[src/rtl/if_pkg.sv]
// Shared types and constants for the instruction fetch controller.
// Build option IF_FETCH_ERR_EN (see if_fetch_ctrl) adds bus-error reporting.
package if_pkg;

  typedef enum logic [1:0] {
    StIdle  = 2'd0,
    StReq   = 2'd1,
    StWait  = 2'd2,
    StValid = 2'd3
  } if_state_e;

  typedef enum logic [1:0] {
    PcHold   = 2'd0,
    PcBoot   = 2'd1,
    PcBranch = 2'd2,
    PcInc    = 2'd3
  } pc_sel_e;

  localparam logic [31:0] PcAlignMask  = 32'hFFFF_FFFC;
  localparam int unsigned PcIncDefault = 4;

  function automatic logic [31:0] align_pc(input logic [31:0] addr);
    return addr & PcAlignMask;
  endfunction

endpackage

[src/rtl/if_pc_gen.sv]
// Program counter register with boot / branch / increment / hold selection.
// Boot and branch targets are forced to word alignment.
module if_pc_gen
  import if_pkg::*;
#(
  parameter int unsigned PC_INC = PcIncDefault
) (
  input  logic        clk_i,
  input  logic        rst_i,
  input  pc_sel_e     pc_sel_i,
  input  logic [31:0] boot_addr_i,
  input  logic [31:0] branch_addr_i,
  output logic [31:0] pc_o
);

  logic [31:0] pc_q, pc_d;

  always_comb begin
    pc_d = pc_q;
    unique case (pc_sel_i)
      PcHold:   pc_d = pc_q;
      PcBoot:   pc_d = align_pc(boot_addr_i);
      PcBranch: pc_d = align_pc(branch_addr_i);
      // Wraps modulo 2^32 by construction.
      PcInc:    pc_d = pc_q + 32'(PC_INC);
      default:  pc_d = pc_q;
    endcase
  end

  always_ff @(posedge clk_i or posedge rst_i) begin
    if (rst_i) begin
      pc_q <= '0;
    end else begin
      pc_q <= pc_d;
    end
  end

  assign pc_o = pc_q;

endmodule

[src/rtl/if_fetch_ctrl.sv]
// Single-outstanding instruction fetch controller (IDLE/REQ/WAIT/VALID).
// Define IF_FETCH_ERR_EN to add instr_err_i / fetch_err_o bus-error handling.
module if_fetch_ctrl
  import if_pkg::*;
#(
  parameter int unsigned PC_INC = PcIncDefault
) (
  input  logic        clk_i,
  input  logic        rst_i,
  input  logic        fetch_en_i,
  input  logic [31:0] boot_addr_i,
  input  logic        branch_i,
  input  logic [31:0] branch_addr_i,
  output logic        instr_req_o,
  output logic [31:0] instr_addr_o,
  input  logic        instr_gnt_i,
  input  logic        instr_rvalid_i,
  output logic        capture_en_o,
  output logic        fetch_valid_o,
  output logic [31:0] fetch_pc_o,
`ifdef IF_FETCH_ERR_EN
  input  logic        instr_err_i,
  output logic        fetch_err_o,
`endif
  input  logic        fetch_ready_i
);

  if_state_e   state_q, state_d;
  pc_sel_e     pc_sel;
  logic [31:0] pc;
  logic        discard_q, discard_d;
  logic        booted_q, booted_d;
  logic        capture_q, capture_d;
  logic        err_q;
  logic        halt_q;

`ifdef IF_FETCH_ERR_EN
  logic err_d, halt_d;
`else
  assign err_q  = 1'b0;
  assign halt_q = 1'b0;
`endif

  if_pc_gen #(
    .PC_INC(PC_INC)
  ) u_pc_gen (
    .clk_i        (clk_i),
    .rst_i        (rst_i),
    .pc_sel_i     (pc_sel),
    .boot_addr_i  (boot_addr_i),
    .branch_addr_i(branch_addr_i),
    .pc_o         (pc)
  );

  always_comb begin
    state_d   = state_q;
    discard_d = discard_q;
    booted_d  = booted_q;
    capture_d = 1'b0;
    pc_sel    = PcHold;
`ifdef IF_FETCH_ERR_EN
    err_d     = err_q;
    halt_d    = halt_q;
`endif
    unique case (state_q)
      StIdle: begin
        if (halt_q) begin
          // After an errored fetch only a redirect restarts the pipeline.
          if (branch_i) begin
            pc_sel  = PcBranch;
            state_d = StReq;
`ifdef IF_FETCH_ERR_EN
            halt_d  = 1'b0;
`endif
          end
        end else if (fetch_en_i) begin
          pc_sel   = booted_q ? PcHold : PcBoot;
          booted_d = 1'b1;
          state_d  = StReq;
        end
      end
      StReq: begin
        if (branch_i) begin
          pc_sel = PcBranch;
          // Granted request was for the old address; drop its response.
          if (instr_gnt_i) begin
            state_d   = StWait;
            discard_d = 1'b1;
          end
        end else if (instr_gnt_i) begin
          state_d = StWait;
        end
      end
      StWait: begin
        if (branch_i) begin
          pc_sel = PcBranch;
        end
        if (instr_rvalid_i) begin
          if (discard_q || branch_i) begin
            state_d   = StReq;
            discard_d = 1'b0;
          end else begin
            state_d   = StValid;
            capture_d = 1'b1;
`ifdef IF_FETCH_ERR_EN
            err_d     = instr_err_i;
`endif
          end
        end else if (branch_i) begin
          discard_d = 1'b1;
        end
      end
      StValid: begin
        if (branch_i) begin
          pc_sel  = PcBranch;
          state_d = StReq;
`ifdef IF_FETCH_ERR_EN
          err_d   = 1'b0;
`endif
        end else if (fetch_ready_i) begin
          pc_sel = PcInc;
          if (err_q) begin
            state_d = StIdle;
`ifdef IF_FETCH_ERR_EN
            halt_d  = 1'b1;
            err_d   = 1'b0;
`endif
          end else begin
            state_d = fetch_en_i ? StReq : StIdle;
          end
        end
      end
      default: state_d = StIdle;
    endcase
  end

  always_ff @(posedge clk_i or posedge rst_i) begin
    if (rst_i) begin
      state_q   <= StIdle;
      discard_q <= 1'b0;
      booted_q  <= 1'b0;
      capture_q <= 1'b0;
    end else begin
      state_q   <= state_d;
      discard_q <= discard_d;
      booted_q  <= booted_d;
      capture_q <= capture_d;
    end
  end

`ifdef IF_FETCH_ERR_EN
  always_ff @(posedge clk_i or posedge rst_i) begin
    if (rst_i) begin
      err_q  <= 1'b0;
      halt_q <= 1'b0;
    end else begin
      err_q  <= err_d;
      halt_q <= halt_d;
    end
  end

  assign fetch_err_o = fetch_valid_o & err_q;
`endif

  // Outputs are gated by state so an idle controller presents all zeros.
  assign instr_req_o   = (state_q == StReq);
  assign instr_addr_o  = instr_req_o ? pc : '0;
  assign fetch_valid_o = (state_q == StValid);
  assign fetch_pc_o    = fetch_valid_o ? pc : '0;
  assign capture_en_o  = capture_q;

endmodule

[config.mk]
export PLATFORM = sky130hd
export DESIGN_NAME = if_fetch_ctrl
export DESIGN_NICKNAME = d
export VERILOG_FILES = /design/src/rtl/if_pkg.sv /design/src/rtl/if_pc_gen.sv /design/src/rtl/if_fetch_ctrl.sv
export SDC_FILE = /design/constraint.sdc
export NUM_CORES = 1
export LEC_CHECK = 0
export ABC_AREA = 0
export CAP_MARGIN = 15
export CORE_ASPECT_RATIO = 0.75
export CORE_MARGIN = 4
export CORE_UTILIZATION = 46
export CTS_BUF_LIST = sky130_fd_sc_hd__clkbuf_16
export CTS_CLUSTER_SIZE = 16
export DETAILED_ROUTE_END_ITERATION = 16
export HOLD_SLACK_MARGIN = 0.15
export PLACE_DENSITY = 0.95
export SLEW_MARGIN = 25
export SYNTH_ARGS = -nofsm -noshare
export SYNTH_HDL_FRONTEND = slang
export SYNTH_SLANG_ARGS = --single-unit
[constraint.sdc]
create_clock -name clk_i -period 5.7 [get_ports clk_i]
set_clock_uncertainty 0.1 [all_clocks]
set_input_delay 1.14 -clock clk_i [delete_from_list [all_inputs] [get_ports clk_i]]
set_output_delay 1.14 -clock clk_i [all_outputs]
set_load 0.02 [all_outputs]
**Run 1: the metal 1 layer**

Supply wires on this layer in gray.
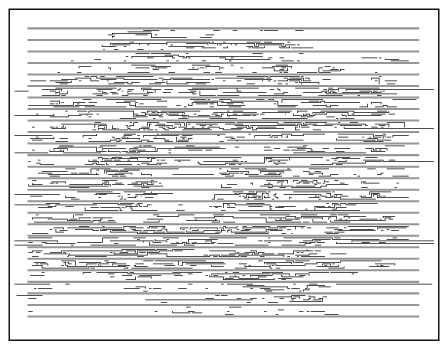
The wires run mostly horizontal. 479 nets have wire on it. The layer holds 39% of the routed length.

**Run 1: signal wires on met2**

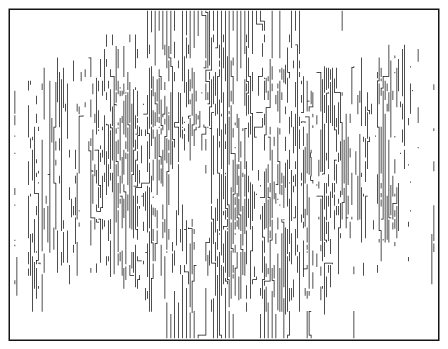
The longest straight run is 46.6 um. The wires run mostly vertical.

==> results.txt, run 1 <==
Physical implementation

Sorting the Yosys area breakdown by cell type puts at the top sky130_fd_sc_hd__dfrtp_1. The ratio of final minimum period to clock period is 63.1%. The worst hold path begins at booted_q$_DFFE_PP0P_.

The required time at the endpoint of the critical path is 5.76 ns. Per the post-synthesis report, the number of cells in the design is 376. The clock network fraction of design power is 9.7%. TritonRoute reported its final design rule violation total as 0.

The post-synth area from yosys stat is 0.00299 mm^2. The global-route met1 utilization is 32.5%. Port buffering added 129 buffers.

The capturing point of the worst reg2reg path is u_pc_gen.pc_o[22]$_DFFE_PP0P_. The number of maximum-capacitance violations is 0. The number of clock buffers inserted by TritonCTS is 5. The full die area is 0.00786 mm^2. The maximum buffer depth of the clock tree is 2. The critical path launch point type is an input pin. The power report lists cell-internal power as 1.35 mW. The clock period could shrink to 3.60 ns. Setup repair after global routing left no endpoint under its margin.

For this run, the detailed router reports a per-instance via density of 6.02. The critical path endpoint is u_pc_gen.pc_o[22]$_DFFE_PP0P_. The total negative slack is 0 ns. The script extracted a net switching power of 1.22 mW.

Per the timing report, the achievable frequency comes out to 0.278 GHz. The report lists the number of standard-cell rows as 25. The global-route usage over all layers is 24.9%. The die width is 101 um. The tree is rooted in a sky130_fd_sc_hd__clkbuf_16. Along the worst path, the maximum fanout reaches 40. In this run the power density over the cells is 578 mW/mm^2. Per the synth stats, the flop cell with the highest instance count is sky130_fd_sc_hd__dfrtp_1.

Summed over all layers, the global routing overflow is 0. The final layout contains 569 nets. The most numerous cell in the Yosys netlist is sky130_fd_sc_hd__and2_1. The flow ran to the end, and the final reports show no timing, DRC or antenna violations.

Across all checked pins, the minimum headroom to the slew limit is 43.6%.
**Run 1: met3 routing**

Scale bar: 20 um.
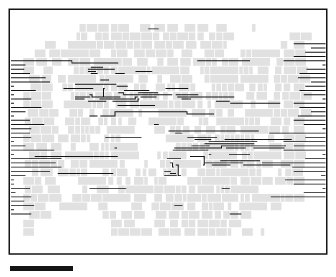
The longest straight run is 28.5 um. The layer carries 1130 um of wire. The wires run mostly horizontal.

## run 1: layout by cell type (no fill, tap or decap), types with 11 or more instances in the layout
cell                              netlist  final
sky130_fd_sc_hd__o21ai_0               22     22
sky130_fd_sc_hd__nor2_1                16     16
sky130_fd_sc_hd__clkdlybuf4s50_1        0    129
sky130_fd_sc_hd__o221a_2               11     11
sky130_fd_sc_hd__o221ai_1              12     12
sky130_fd_sc_hd__inv_1                 13     14
sky130_fd_sc_hd__dfrtp_1               35     35
sky130_fd_sc_hd__nor3_1                11     11
sky130_fd_sc_hd__a21oi_1               39     39
sky130_fd_sc_hd__nand3_1               15     15
sky130_fd_sc_hd__and2_1                61     61
sky130_fd_sc_hd__nand2_1               22     22
## run 1: registers in the layout, summed over array words and instances, names as in the netlist
| signal | flops |
|---|---|
| booted_q | 1 |
| capture_en_o | 1 |
| discard_q | 1 |
| state_q | 2 |
| u_pc_gen.pc_o | 30 |
## run 1: logic make-up after synthesis
group | synth area share, %
simple gates | 31.1
compound gates | 29.2
buf+inv | 6.16
flops | 29.3
fa+ha+maj | 2.93
xor+xnor | 1.17
other cells | 0.126
## run 1: layer usage
metal / vias to the layer above / wire length (um)
met4: 0 / 120
met1: 1603 / 3980
met3: 16 / 1130
met5: - / 0
met2: 204 / 4940
li1: 1613 / -
## run 1: power groups by stage
| stage | Clock (mW) | Combinational [mW] | Sequential (mW) |
|---|---|---|---|
| floorplan | 0 | 1.14 | 0.500 |
| global placement | 0 | 1.65 | 0.573 |
| detailed placement | 0 | 1.71 | 0.587 |
| CTS | 0.251 | 1.72 | 0.585 |
| global route | 0.259 | 1.87 | 0.617 |
| finish | 0.250 | 1.72 | 0.595 |
## run 1: final cells by class
type	count	area [um^2]	area share, %
Clock buffer	5	125	2.82
Clock inverter	1	3.75	0.0845
Inverter	13	48.8	1.10
Multi-Input combinational cell	301	1950	43.9
Sequential cell	35	876	19.7
Tap cell	81	101	2.28
Timing Repair Buffer	135	1340	30.1
## run 1: metrics by stage
stage	worst slack [ns]	instances	total power [mW]	util (%)
global placement	1.90	565	2.23	68.5
CTS	1.87	571	2.55	70.5
global route	1.95	571	2.75	70.6
floorplan	2.87	379	1.64	-
finish	2.10	571	2.57	70.6
detailed placement	1.84	565	2.30	68.5
## run 1: worst max-delay path: stages
cell and delay (ns):
sky130_fd_sc_hd__clkdlybuf4s50_1 0.68, sky130_fd_sc_hd__nand4bb_1 0.18, sky130_fd_sc_hd__buf_4 0.39, sky130_fd_sc_hd__nand2_1 0.16, sky130_fd_sc_hd__nor2_1 0.67, sky130_fd_sc_hd__a21oi_1 0.09
sky130_fd_sc_hd__o2bb2a_1 0.33
**Run 1: clock routing**

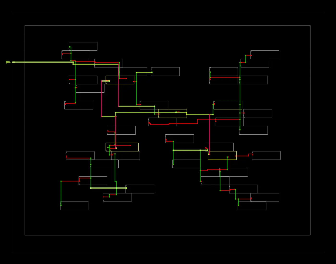

==> run 2: changes to the inputs <==
Settings changed: CORE_UTILIZATION 46 to 38, PLACE_DENSITY 0.95 to 0.86.
Clock period 5.7 ns to 3 ns, I/O delays scaled along.
**Run 2: clock routing**

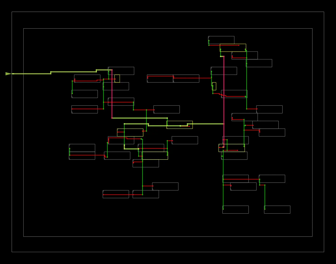
count of sequential standard cells: 35
TritonCTS Sinks: 35
number of clock buffers in the layout: 5

==> results.txt, run 2 <==
Physical implementation

The sum of overflow across all layers after global routing is 0 (unchanged). The dominant cell type by area after synthesis is sky130_fd_sc_hd__dfrtp_1 (unchanged). The via density per instance is 5.70 (was 6.02).

The dominant logic cell type in the layout was sky130_fd_sc_hd__clkdlybuf4s50_1 (unchanged). The most instantiated flip-flop cell in the synthesis netlist is sky130_fd_sc_hd__dfrtp_1 (unchanged). The cell class contributing the biggest share of worst-path delay is buffers and inverters (unchanged). Result of the run: finished, final reports clean (unchanged). The number of design rule violations left after detail routing is 0 (unchanged). The topmost layer with routed signal wires is met4 (unchanged).

The minimum period implied by the final worst setup slack is 2.75 ns. The worst path buffer plus inverter count is 3 (was 2). Critical path cell sequence: inv_1 -> ha_1 -> buf_4 -> and2_1 -> clkdlybuf4s50_1 (was clkdlybuf4s50_1 -> nand4bb_1 -> buf_4 -> nand2_1 -> nor2_1 -> a21oi_1 -> o2bb2a_1). The number of core rows came to 27 (was 25). The total power divided by cell area is 1090 mW/mm^2 (was 578 mW/mm^2). The clock tree root buffer cell is sky130_fd_sc_hd__clkbuf_16 (unchanged). The number of instances in the synthesized netlist is 376 (unchanged). Unrepaired setup endpoints after global routing: false (unchanged).

The post-synth area from yosys stat is 0.00299 mm^2 (unchanged). The global-route usage over all layers came to 21.6% (was 24.9%). The critical path class is reg2out (was in2reg). The largest fanout on the critical path is 33 (was 40). The critical path launch point type is a flop (was input pin).

The highest achievable clock rate is 0.364 GHz. The worst stage delay on the critical path is 0.61 ns (was 0.68 ns). The die width is 110 um (was 101 um). The wire length on met1 is 4350 um (was 3980 um). The required time at the endpoint of the critical path came to 2.30 ns (was 5.76 ns). Most instantiated logic cells after routing: sky130_fd_sc_hd__clkdlybuf4s50_1, sky130_fd_sc_hd__and2_1, sky130_fd_sc_hd__a21oi_1 (unchanged). The flip-flop count of the largest register after layout was 30 (unchanged). The number of nets in the finished design is 582 (was 569).

The total negative slack is 0 ns (unchanged). The slowest stage cell on the critical path is sky130_fd_sc_hd__clkdlybuf4s50_1 (unchanged). The total length of routed met3 wires is 1020 um (was 1130 um). The full die area was 0.00936 mm^2 (was 0.00786 mm^2). The number of maximum-capacitance violations is 0 (unchanged).
**Run 2: met3 routing**

Scale bar: 20 um.
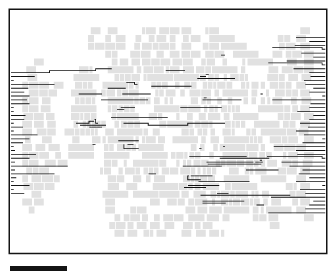
wire length reported by the detailed router: 10200 um
met3 routing resource usage after global routing: 4.84%

[run 2: metrics by stage]
stage	total power, mW	hold slack (ns)	cells	utilization (%)	worst slack (ns)
after floorplan	3.12	0.333	379	-	0.715
after global placement	4.39	0.350	598	59.3	0.192
after detailed placement	4.50	0.362	598	59.3	0.137
after CTS	5.00	0.374	605	61.1	0.225
after global routing	5.39	0.390	605	61.1	0.111
final	5.00	0.372	605	61.1	0.255
[run 2: layout make-up]
cell class                 count  area [um^2]  share of cell area, %
sequential                    35          876                   19.1
clock buffer                   5          125                   2.73
inverter                      13         48.8                   1.07
timing repair buffer         148         1450                   31.6
clock inverter                 2         8.76                  0.191
multi-input combinational    301         1950                   42.6
tap                          101          126                   2.76
[run 2: cells by family after synthesis]
logic type / synth area share [%]
simple gates: 31.1
compound gates: 29.2
buf+inv: 6.16
flops: 29.3
fa+ha+maj: 2.93
xor+xnor: 1.17
other cells: 0.126
[run 2: routing by layer]
metal,global-route usage (%),up-vias
met4,5.15,0
li1,-,1640
met5,0,-
met2,35.1,168
met1,29.1,1628
met3,4.84,13
[run 2: how the worst max path moves through the flow]
stage | from | end | slack [ns] | cells past startpoint
finish | state_q[1]$_DFFE_PP0P_ | instr_addr_o[26] | 0.25 | 5
global route | state_q[1]$_DFFE_PP0P_ | instr_addr_o[26] | 0.11 | 5
global placement | branch_i | u_pc_gen.pc_o[27]$_DFFE_PP0P_ | 0.19 | 7
detailed placement | branch_i | u_pc_gen.pc_o[27]$_DFFE_PP0P_ | 0.14 | 7
CTS | state_q[1]$_DFFE_PP0P_ | instr_addr_o[26] | 0.23 | 5
floorplan | branch_i | u_pc_gen.pc_o[19]$_DFFE_PP0P_ | 0.71 | 8
[run 2: power by group]
group          leakage [nW]  internal [mW]  switching [mW]  total [mW]
sequential            0.400          0.722           0.402        1.12
combinational          1.32           1.65            1.74        3.39
clock                0.0671          0.298           0.188       0.486
total                  1.79           2.67            2.33        5.00
==> run 3: changes to the inputs <==
Settings changed: CTS_CLUSTER_DIAMETER set to 60.
**Run 3: signal wires on met2**

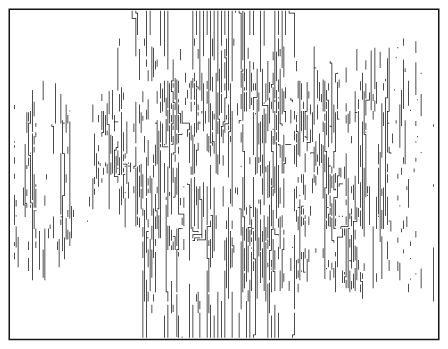
met2 layer usage reported by global route: 35.1%
vias after detailed routing: 3449

==> results.txt, run 3 <==
Physical implementation

The worst-case setup margin in the final layout was 0.255 ns (unchanged). The slowest stage cell on the critical path was sky130_fd_sc_hd__clkdlybuf4s50_1 (unchanged). The global-route usage over all layers was 21.6% (unchanged).

The ratio of final minimum period to clock period is 91.5% (unchanged). The number of core rows is 27 (unchanged). The dominant cell type by area after synthesis is sky130_fd_sc_hd__dfrtp_1 (unchanged). The final cell count without fillers was 605 (unchanged).

The total detailed-routing wirelength came to 10200 um (unchanged). The minimum period implied by the final worst setup slack is 2.75 ns (unchanged). The highest achievable clock rate is 0.364 GHz (unchanged). The maximum buffer depth of the clock tree is 2 (unchanged). The most instantiated flip-flop cell in the synthesis netlist is sky130_fd_sc_hd__dfrtp_1 (unchanged).

The number of clock buffers inserted by TritonCTS is 5 (unchanged). Result of the run: finished, final reports clean (unchanged). The sum of overflow across all layers after global routing is 0 (unchanged). The switching share of power is 46.5% (unchanged). The required time at the endpoint of the critical path is 2.30 ns (about the same). The internal power component is 2.67 mW (unchanged).

The post-place setup slack is 0.137 ns (unchanged). The clock network fraction of design power is 9.7% (about the same).
**Run 3: gate-type map**

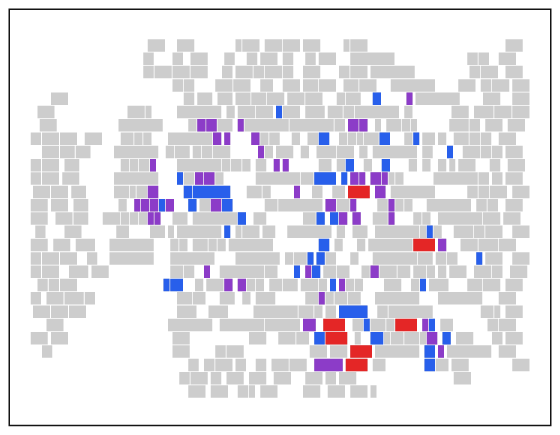
Key: fa/ha/maj cells = red [cells 7]; nand cells = purple [cells 48]; nor cells = blue [cells 39]

-- run 3: cell counts after synthesis --
No cell type changed its count.
-- run 3: layout make-up --
cell class	count	area share (%)
clock buffer	5	2.73
clock inverter	2	0.191
tap	101	2.76
multi-input combinational	301	42.6
sequential	35	19.1
timing repair buffer	148	31.6
inverter	13	1.07
-- run 3: metal layers --
layer	vias up	part of all wire [%]	track usage (%)
met5	-	0	0
met2	168	46	35.1
met1	1628	43	29.1
li1	1640	-	-
met3	13	9.9	4.84
met4	0	1.0	5.15
-- run 3: cells by family after synthesis --
logic type      after synthesis  share of synthesized area (%)
xor+xnor                      4                           1.17
buf+inv                      43                           6.16
other cells                   1                          0.126
simple gates                161                           31.1
fa+ha+maj                     7                           2.93
compound gates              125                           29.2
flops                        35                           29.3
-- run 3: power by group through the flow --
stage          logic (mW)  clock network (mW)  registers [mW]
3_3_place_gp         3.29                   0            1.10
5_1_grt              3.69               0.515            1.18
3_5_place_dp         3.38                   0            1.12
6_report             3.39               0.486            1.12
4_1_cts              3.40               0.491            1.11
2_1_floorplan        2.17                   0           0.949
-- run 3: worst max-delay path by stage --
stage	startpoint	to	slack [ns]	depth (start not counted)
finish	state_q[1]$_DFFE_PP0P_	instr_addr_o[26]	0.25	5
global route	state_q[1]$_DFFE_PP0P_	instr_addr_o[26]	0.11	5
CTS	state_q[1]$_DFFE_PP0P_	instr_addr_o[26]	0.23	5
detailed placement	branch_i	u_pc_gen.pc_o[27]$_DFFE_PP0P_	0.14	7
global placement	branch_i	u_pc_gen.pc_o[27]$_DFFE_PP0P_	0.19	7
floorplan	branch_i	u_pc_gen.pc_o[19]$_DFFE_PP0P_	0.71	8
-- run 3: worst max-delay path, delay by kind of cell, from the launching register on --
family                     cells  cell delay, ns
adders and majority gates      1            0.15
buffers and inverters          3            1.00
DFF                            1            0.43
and+or+nand+nor                1            0.18
-- run 3: metrics by stage --
stage                     hold WS (ns)  util (%)  total power, mW
after global routing             0.390      61.1             5.39
after detailed placement         0.362      59.3             4.50
final                            0.372      61.1             5.00
after floorplan                  0.333         -             3.12
after global placement           0.350      59.3             4.39
after CTS                        0.374      61.1             5.00
No activity file was given, so power comes from the tool's default toggle rates.
